## config.mk

```make
export PLATFORM = sky130hd
export DESIGN_NAME = jtpopeye_sdram_arb
export DESIGN_NICKNAME = d
export VERILOG_FILES = /design/src/rtl/jtpopeye_sdram_arb.sv
export SDC_FILE = /design/constraint.sdc
export NUM_CORES = 1
export LEC_CHECK = 0
export ABC_AREA = 1
export CAP_MARGIN = 20
export CORE_MARGIN = 5
export CORE_UTILIZATION = 50
export DETAILED_ROUTE_END_ITERATION = 7
export PLACE_DENSITY = 0.77
export SYNTH_ARGS = -nofsm -noshare
export SYNTH_HDL_FRONTEND = slang
export SYNTH_SLANG_ARGS = --single-unit
```

## constraint.sdc

```tcl
create_clock -name clk -period 3.6 [get_ports clk]
set_input_delay 0.9 -clock clk [delete_from_list [all_inputs] [get_ports clk]]
set_output_delay 0.9 -clock clk [all_outputs]
set_load 0.01 [all_outputs]
```

## src/rtl/jtpopeye_sdram_arb.sv

```systemverilog
// jtpopeye_sdram_arb
//
// Shares one SDRAM read port between two ROM clients:
//   - main CPU ROM: 32 kB, byte-addressed reads
//   - OBJ ROM: 32-bit word reads
// Each client has a one-word cache. A miss raises a single SDRAM read. When
// both clients miss in the same cycle, the client that was not served last
// wins, so the two clients take turns.
//
// While a ROM download or a loader reset is in progress, the arbiter is held
// in its reset state, with caches flushed and outputs low. The one exception
// is the turn-taking history, which survives. Once the hold is released,
// 'ready' rises one cycle later and tells the rest of the system that the CPU
// may leave reset.
//
// Ports
//   clk          system clock (single domain)
//   rst_n        synchronous reset, active low
//   downloading  ROM download in progress (holds the arbiter idle)
//   loop_rst     loader reset request (holds the arbiter idle)
//   main_cs      main CPU ROM access strobe
//   main_addr    main CPU byte address (15 bits)
//   main_dout    byte read for main CPU (registered)
//   main_ok      main_dout is valid for the current main_addr
//   obj_cs       OBJ ROM access strobe
//   obj_addr     OBJ ROM word address (13 bits)
//   obj_dout     word read for OBJ (registered)
//   obj_ok       obj_dout is valid for the current obj_addr
//   sdram_req    read request, held until sdram_ack
//   sdram_ack    SDRAM controller accepted the request
//   data_rdy     one-cycle pulse, data_read is valid
//   data_read    SDRAM read data (32 bits)
//   sdram_addr   SDRAM word address of the request
//   refresh_en   SDRAM controller may refresh now
//   ready        ROMs loaded, arbiter operational
module jtpopeye_sdram_arb #(
  parameter logic [21:0] MAIN_OFFSET  = 22'h00000,
  parameter logic [21:0] OBJ_OFFSET   = 22'h02000,
  parameter int          REFRESH_IDLE = 8
) (
  input  logic        clk,
  input  logic        rst_n,
  input  logic        downloading,
  input  logic        loop_rst,
  input  logic        main_cs,
  input  logic [14:0] main_addr,
  output logic [7:0]  main_dout,
  output logic        main_ok,
  input  logic        obj_cs,
  input  logic [12:0] obj_addr,
  output logic [31:0] obj_dout,
  output logic        obj_ok,
  output logic        sdram_req,
  input  logic        sdram_ack,
  input  logic        data_rdy,
  input  logic [31:0] data_read,
  output logic [21:0] sdram_addr,
  output logic        refresh_en,
  output logic        ready
);

  typedef enum logic [1:0] {
    IDLE = 2'd0,
    REQ  = 2'd1,
    WAIT = 2'd2
  } state_t;

  typedef enum logic {
    GRANT_MAIN = 1'b0,
    GRANT_OBJ  = 1'b1
  } grant_t;

  localparam logic [7:0] REFRESH_TH = 8'(REFRESH_IDLE);

  state_t      state;
  grant_t      last_grant;
  grant_t      grantee;
  logic [12:0] cap_tag;

  logic        main_valid;
  logic [12:0] main_tag;
  logic [31:0] main_data;
  logic        obj_valid;
  logic [12:0] obj_tag;
  logic [31:0] obj_data;

  logic [7:0]  idle_cnt;

  logic        main_hit;
  logic        main_miss;
  logic        obj_hit;
  logic        obj_miss;
  logic        any_miss;
  logic        grant_obj;
  logic [12:0] grant_tag;
  logic        fill;
  logic        hold;
  logic [7:0]  idle_cnt_next;

  // Cache lookup, grant choice and fill detection.
  // On a tie, OBJ wins only if main was the last client served. A fill can
  // happen in REQ when the controller acks and delivers data in the same
  // cycle.
  always_comb begin
    main_hit      = main_cs & main_valid & (main_tag == main_addr[14:2]);
    main_miss     = main_cs & ~main_hit;
    obj_hit       = obj_cs & obj_valid & (obj_tag == obj_addr);
    obj_miss      = obj_cs & ~obj_hit;
    any_miss      = main_miss | obj_miss;
    grant_obj     = obj_miss & (~main_miss | (last_grant == GRANT_MAIN));
    grant_tag     = grant_obj ? obj_addr : main_addr[14:2];
    fill          = ((state == REQ) & sdram_ack & data_rdy) |
                    ((state == WAIT) & data_rdy);
    hold          = ~rst_n | downloading | loop_rst;
    idle_cnt_next = (idle_cnt == 8'hFF) ? idle_cnt : idle_cnt + 8'd1;
  end

  // Arbiter state, caches and all registered outputs.
  // A reset and a download/loader hold clear the same registers. Only a real
  // reset restores the turn history, so that main wins the first tie. Because
  // a hold returns the FSM to IDLE, late sdram_ack and data_rdy pulses from
  // an aborted transfer have no effect.
  always_ff @(posedge clk) begin
    if (hold) begin
      state      <= IDLE;
      grantee    <= GRANT_MAIN;
      cap_tag    <= 13'd0;
      main_valid <= 1'b0;
      main_tag   <= 13'd0;
      main_data  <= 32'd0;
      obj_valid  <= 1'b0;
      obj_tag    <= 13'd0;
      obj_data   <= 32'd0;
      idle_cnt   <= 8'd0;
      main_dout  <= 8'd0;
      main_ok    <= 1'b0;
      obj_dout   <= 32'd0;
      obj_ok     <= 1'b0;
      sdram_req  <= 1'b0;
      sdram_addr <= 22'd0;
      refresh_en <= 1'b0;
      ready      <= 1'b0;
      if (!rst_n) begin
        last_grant <= GRANT_OBJ;
      end
    end else begin
      ready     <= 1'b1;
      main_ok   <= main_hit;
      obj_ok    <= obj_hit;
      main_dout <= main_data[{main_addr[1:0], 3'b000} +: 8];
      obj_dout  <= obj_data;

      // The fill goes in under the tag captured at grant time. If the client
      // has moved on since then, the new address simply misses again.
      if (fill) begin
        if (grantee == GRANT_MAIN) begin
          main_valid <= 1'b1;
          main_tag   <= cap_tag;
          main_data  <= data_read;
        end else begin
          obj_valid <= 1'b1;
          obj_tag   <= cap_tag;
          obj_data  <= data_read;
        end
        last_grant <= grantee;
      end

      // Refresh is offered only after a run of idle cycles with no pending
      // miss. Any activity restarts the run.
      if ((state == IDLE) && !any_miss) begin
        idle_cnt   <= idle_cnt_next;
        refresh_en <= (idle_cnt_next >= REFRESH_TH);
      end else begin
        idle_cnt   <= 8'd0;
        refresh_en <= 1'b0;
      end

      case (state)
        IDLE: begin
          if (any_miss && ready) begin
            grantee    <= grant_obj ? GRANT_OBJ : GRANT_MAIN;
            cap_tag    <= grant_tag;
            sdram_addr <= (grant_obj ? OBJ_OFFSET : MAIN_OFFSET) + {9'd0, grant_tag};
            sdram_req  <= 1'b1;
            state      <= REQ;
          end
        end
        REQ: begin
          if (sdram_ack) begin
            sdram_req <= 1'b0;
            state     <= data_rdy ? IDLE : WAIT;
          end
        end
        WAIT: begin
          if (data_rdy) begin
            state <= IDLE;
          end
        end
        default: begin
          state <= IDLE;
        end
      endcase
    end
  end

endmodule

```

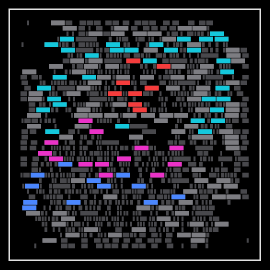
*Sequential cells grouped by signal name*
Drawn at 2 px/µm. Other sequential cells in the stronger grey, the rest of the logic in the fainter grey.
[cyan] obj_data | placed flops: 32
[blue] cap_tag | placed flops: 12
[magenta] main_tag | placed flops: 13
[red] main_dout | placed flops: 8
Seq power: 1.80 mW
Flop area: 0.003253 mm²
final core utilization: 0.6463
Seq area share: 0.3847

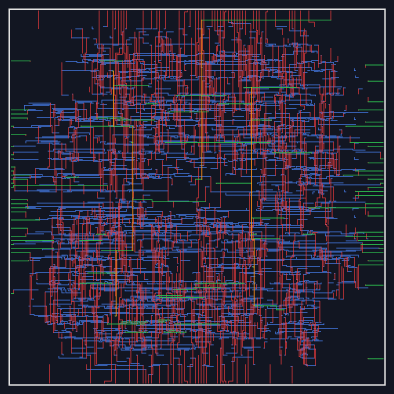
*Routed metal, one colour a layer*
Drawn at 3 px/µm.
[blue] M1 | wire length: 7440 µm
[orange] M4 | wire length: 208 µm
[red] M2 | wire length: 7680 µm
[green] M3 | wire length: 828 µm
Total Routing Usage GR: 0.2079
routed length per placed instance: 13.63 µm
vias post-DR: 5848
drt total wl: 16160 µm

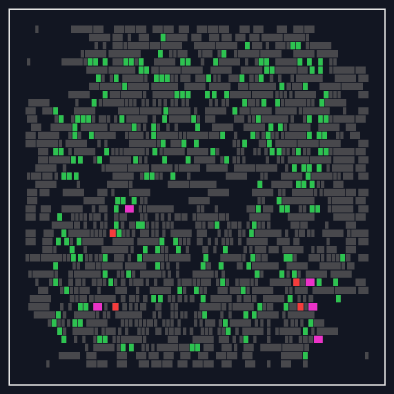
*Gate-type map*
Drawn at 3 px/µm.
[red] and/or cells | cells: 4
[green] aoi and oai cells | cells: 201 | where: widely spread
[magenta] xor and xnor cells | cells: 5
Comb/total area: 0.3104
Commonest Layout Cell: dfxtp_1
Final Instance Count excl. Fillers: 1186

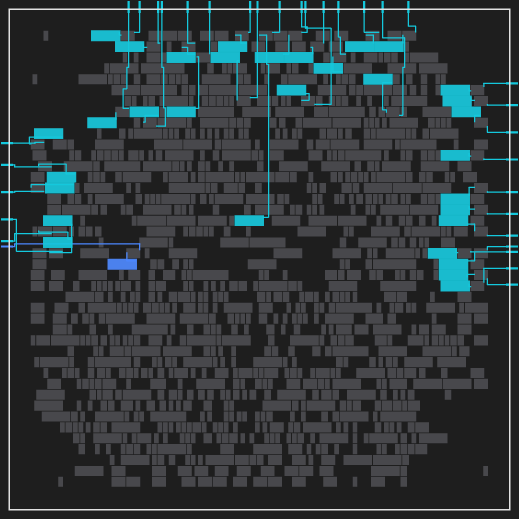
*Port wiring*
Drawn at 4 px/µm.
[blue] main_ok | bits: 1 | direction: output | end cells: 1 | buffers: 1 | wire: 38.5 µm
[cyan] obj_dout | bits: 32 | direction: output | end cells: 32 | buffers: 32 | wire: 584 µm

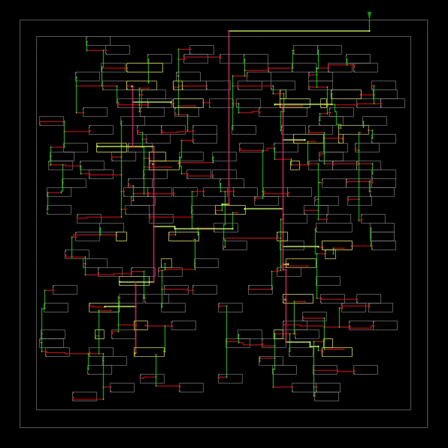
*Clock routing*
number of buffers created by CTS: 17
CTS sink cnt: 162
Clock group: 1.73 mW
Clock Skew: 0.01004 ns

==> run notes <==
impl run done, here's what came out: final slew viol count=0, Setup Buffers After CTS=0, outcome=finished clean, HP Start=obj_data[10]$_SDFFE_PN0P_, Worst Hold End=obj_dout[10]$_SDFF_PN0_, switching part of the total=0.2345, Hold Path Depth=2, final setup vio count=0, Avg Inst Size Synth=7.381 µm², Internal Power=2.887 mW, Critical Path End=main_tag[4]$_SDFFE_PN0P_, Seq share, synth=0.4941, drt pass-1 iters=5, flops & latches, synth=162, GRT Max-Usage Layer=met2, TritonCTS clock tree=yes, most frequent cells in the layout=dfxtp_1 (161), nor2_1 (159), clkdlybuf4s50_1 (126), post-synth top area share=0.4895, met3 global-route usage=0.04503, Area Growth Syn to Fin=28.45%, clk buf depth=2, setup slack at placement=0.5010 ns, Final Total Pwr=3.771 mW, adder and majority gate portion of the synthesized area=0.001900, # hold bufs at CTS=0, RSZ-0062 raised after global routing=false, Flop pwr share=0.478, met1 usage=0.2708, Remaining Overflow, GRT=0, inverter count=124, number of H-tree levels=4, vias per cell=approximately 4.9, post-route setup slack=0.9615 ns, slew margin rel.=0.3812, hold crit path type=register to register, area of the die=~0.016 mm², power density over the cells=445.9 mW/mm², clock share of power=0.458, ao+oa area frac=0.1539, Top pwr grp=registers, mux frac, synth=0, hold_ws=0.4372 ns, Multi-input gate area=0.002625 mm², ys cells=892, final hold viol count=0
Power is estimated from default activity; no workload was simulated.
